[src/rtl/cpu_pkg.sv]
// Shared CPU definitions: the memory arbiter state encoding and port owner codes.
package cpu_pkg;

  typedef enum logic [1:0] {
    IDLE   = 2'd0,
    ACCESS = 2'd1,
    DONE   = 2'd2
  } arb_state_t;

  localparam logic OWNER_CPU = 1'b0;
  localparam logic OWNER_DMA = 1'b1;

endpackage

[src/rtl/arb_pick2.sv]
// Two-requester winner select (CPU vs DMA).
// Build option MEM_ARB_RR_EN: when defined, contention is resolved round-robin
// against last_owner; otherwise the CPU always wins.
module arb_pick2
  import cpu_pkg::*;
(
  input  logic cpu_req,
  input  logic dma_req,
  input  logic last_owner,
  output logic grant_valid,
  output logic grant_owner
);

  assign grant_valid = cpu_req | dma_req;

`ifdef MEM_ARB_RR_EN
  // On contention the side that did not own the previous transaction wins.
  always_comb begin
    grant_owner = OWNER_CPU;
    if (cpu_req && dma_req) begin
      grant_owner = ~last_owner;
    end else if (dma_req) begin
      grant_owner = OWNER_DMA;
    end
  end
`else
  // Fixed priority: the DMA only wins when the CPU is not asking.
  assign grant_owner = (dma_req && !cpu_req) ? OWNER_DMA : OWNER_CPU;

  // History is irrelevant under fixed priority.
  logic unused_last_owner;
  assign unused_last_owner = last_owner;
`endif

endmodule

[src/rtl/mem_port_arbiter.sv]
// Single-port memory arbiter between the CPU datapath and the DMA/loader port.
// IDLE -> ACCESS (MEM_LAT cycles) -> DONE (one-cycle done pulse) -> IDLE.
// Build option MEM_ARB_RR_EN selects round-robin contention handling
// (see arb_pick2); without it the CPU has fixed priority.
module mem_port_arbiter
  import cpu_pkg::*;
#(
  parameter int ADDR_W  = 8,
  parameter int DATA_W  = 8,
  parameter int MEM_LAT = 1
) (
  input  logic              clk,
  input  logic              rst_n,
  input  logic              cpu_req,
  input  logic              cpu_we,
  input  logic [ADDR_W-1:0] cpu_addr,
  input  logic [DATA_W-1:0] cpu_wdata,
  output logic [DATA_W-1:0] cpu_rdata,
  output logic              cpu_done,
  output logic              cpu_stall,
  input  logic              dma_req,
  input  logic              dma_we,
  input  logic [ADDR_W-1:0] dma_addr,
  input  logic [DATA_W-1:0] dma_wdata,
  output logic [DATA_W-1:0] dma_rdata,
  output logic              dma_done,
  output logic              mem_en,
  output logic              mem_we,
  output logic [ADDR_W-1:0] mem_addr,
  output logic [DATA_W-1:0] mem_wdata,
  input  logic [DATA_W-1:0] mem_rdata,
  output logic              busy,
  output logic              owner
);

  localparam logic [3:0] LAT_LOAD = 4'(MEM_LAT - 1);

  arb_state_t state;
  logic [3:0] lat_cnt;
  logic       last_owner;
  logic       grant_valid;
  logic       grant_owner;

  arb_pick2 u_pick (
    .cpu_req     (cpu_req),
    .dma_req     (dma_req),
    .last_owner  (last_owner),
    .grant_valid (grant_valid),
    .grant_owner (grant_owner)
  );

`ifdef MEM_ARB_RR_EN
  // Remember who won the latest grant; reset favours the CPU on first contention.
  always_ff @(posedge clk or negedge rst_n) begin
    if (!rst_n) begin
      last_owner <= OWNER_DMA;
    end else if (state == IDLE && grant_valid) begin
      last_owner <= grant_owner;
    end
  end
`else
  assign last_owner = OWNER_DMA;
`endif

  // The CPU sequence counter holds while its access is outstanding.
  assign cpu_stall = cpu_req & ~cpu_done;
  assign busy      = (state != IDLE);

  // Arbitration FSM. mem_we/mem_addr/mem_wdata double as the payload latch, so
  // the memory never sees the live requester inputs after the grant edge.
  always_ff @(posedge clk or negedge rst_n) begin
    if (!rst_n) begin
      state     <= IDLE;
      lat_cnt   <= 4'd0;
      owner     <= OWNER_CPU;
      mem_en    <= 1'b0;
      mem_we    <= 1'b0;
      mem_addr  <= '0;
      mem_wdata <= '0;
      cpu_done  <= 1'b0;
      dma_done  <= 1'b0;
      cpu_rdata <= '0;
      dma_rdata <= '0;
    end else begin
      case (state)
        IDLE: begin
          if (grant_valid) begin
            state   <= ACCESS;
            owner   <= grant_owner;
            lat_cnt <= LAT_LOAD;
            mem_en  <= 1'b1;
            if (grant_owner == OWNER_DMA) begin
              mem_we    <= dma_we;
              mem_addr  <= dma_addr;
              mem_wdata <= dma_wdata;
            end else begin
              mem_we    <= cpu_we;
              mem_addr  <= cpu_addr;
              mem_wdata <= cpu_wdata;
            end
          end
        end
        ACCESS: begin
          if (lat_cnt == 4'd0) begin
            state    <= DONE;
            mem_en   <= 1'b0;
            mem_we   <= 1'b0;
            cpu_done <= (owner == OWNER_CPU);
            dma_done <= (owner == OWNER_DMA);
            if (!mem_we) begin
              if (owner == OWNER_DMA) begin
                dma_rdata <= mem_rdata;
              end else begin
                cpu_rdata <= mem_rdata;
              end
            end
          end else begin
            lat_cnt <= lat_cnt - 4'd1;
          end
        end
        DONE: begin
          state    <= IDLE;
          cpu_done <= 1'b0;
          dma_done <= 1'b0;
        end
        default: state <= IDLE;
      endcase
    end
  end

endmodule
[config.mk]
export PLATFORM = sky130hd
export DESIGN_NAME = mem_port_arbiter
export DESIGN_NICKNAME = d
export VERILOG_FILES = /design/src/rtl/cpu_pkg.sv /design/src/rtl/arb_pick2.sv /design/src/rtl/mem_port_arbiter.sv
export SDC_FILE = /design/constraint.sdc
export NUM_CORES = 1
export LEC_CHECK = 0
export ABC_AREA = 1
export CAP_MARGIN = 20
export CORE_ASPECT_RATIO = 0.9
export CORE_MARGIN = 1.5
export CORE_UTILIZATION = 25
export CTS_CLUSTER_SIZE = 16
export DETAILED_ROUTE_END_ITERATION = 12
export MAX_ROUTING_LAYER = met4
export PLACE_DENSITY = 0.5
export REMOVE_ABC_BUFFERS = 1
export SETUP_SLACK_MARGIN = 0.2
export SLEW_MARGIN = 20
export SYNTH_ARGS = -nofsm -noshare
export SYNTH_HDL_FRONTEND = slang
export SYNTH_HIERARCHICAL = 1
export SYNTH_SLANG_ARGS = --single-unit
[constraint.sdc]
create_clock -name clk -period 2.5 [get_ports clk]
set_clock_uncertainty 0.15 [all_clocks]
set_input_delay 0.5 -clock clk [delete_from_list [all_inputs] [get_ports clk]]
set_output_delay 0.5 -clock clk [all_outputs]
set_load 0.02 [all_outputs]
Placement by cell class:
Drawn at 3 px/um.
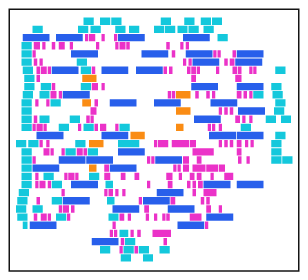
Key: orange = clock drivers and dummy loads [cells 8, share of their area 3.2%]; blue = sequential cells [cells 43, share of their area 38%]; magenta = combinational and other logic [cells 174, share of their area 29%]; cyan = remaining buffers and delay cells [cells 87, share of their area 30%]
# rows: 30
design area: 2982 sq um
Core Area: 7545 sq um
sequential cell area share: 36.09%

Placement view:
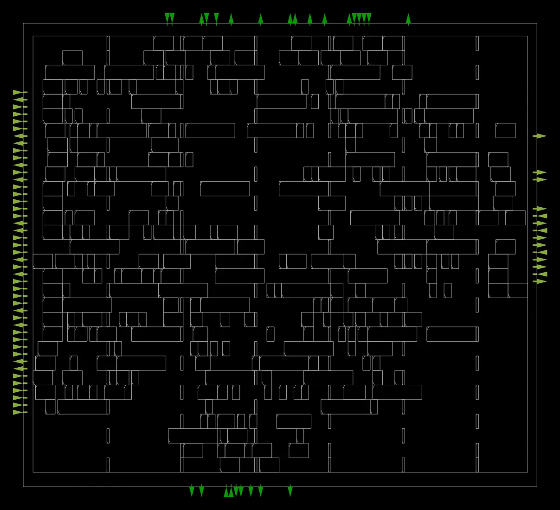
# Taps: 96
Fill cells: 777

==> CHANGELOG.md <==
### Implementation results

* Hold violation count in the final report at 0
* Commonest Layout Cell: nand2_1
* Comb power frac at 53.6%
* Path type of the worst min-delay path: in -> async
* Routed wl met2 at between 2000 and 2500 um
* Area after DPL at between 2000 and 3000 sq um
* Status: completed
* Die Wd at 96.02 um
* Max Freq at 473.8 MHz
* Tcrit/Tclk final at a little over four fifths
* Crit path capture: cpu_stall
* DIE HEIGHT at 86.72 um
* Clock-net power at 0.475 mW
* GP Congestion at 0.7892
* CP endpoint kind: output pin
* Multi-input gate share of the layout cell area at 25.81%
* First-pass GRT wire length at just over 8000 um
* P_comb at 1.99 mW
* Startpoint type of the worst setup path: input port
* Yosys warns at 6
* Vias per cell at about 4.2
* Core utilization at floorplan at about a quarter
* Worst slack at placement at 0.1015 ns
* CTS tree: built
* Number of non-clock inverters at 14
* Drt pass-1 iters at 5
* Largest net degree at the start of global routing at 33
* Slew @ Worst Pin at 0.5608 ns
* Resized Gates After CTS at 1
* Crit path arrival time at around 1.5 ns
* Diode count at 0
* Sw power at 1.602 mW
* Top class by area: registers
* Mapped Area at 1947 sq um
* CP cell instances: clkdlybuf4s50_1 > inv_1 > nor2_1 > dlygate4sd2_1
* Pleak at 1.341 nW
* Seq cells at 43
* Hold_ws at 0.03166 ns
* DRT iter0 DRCs at ~51
* Syn Area/Cell at 8.691 sq um
* Clock buf count at 5
No activity file was given, so power comes from the tool's default toggle rates.
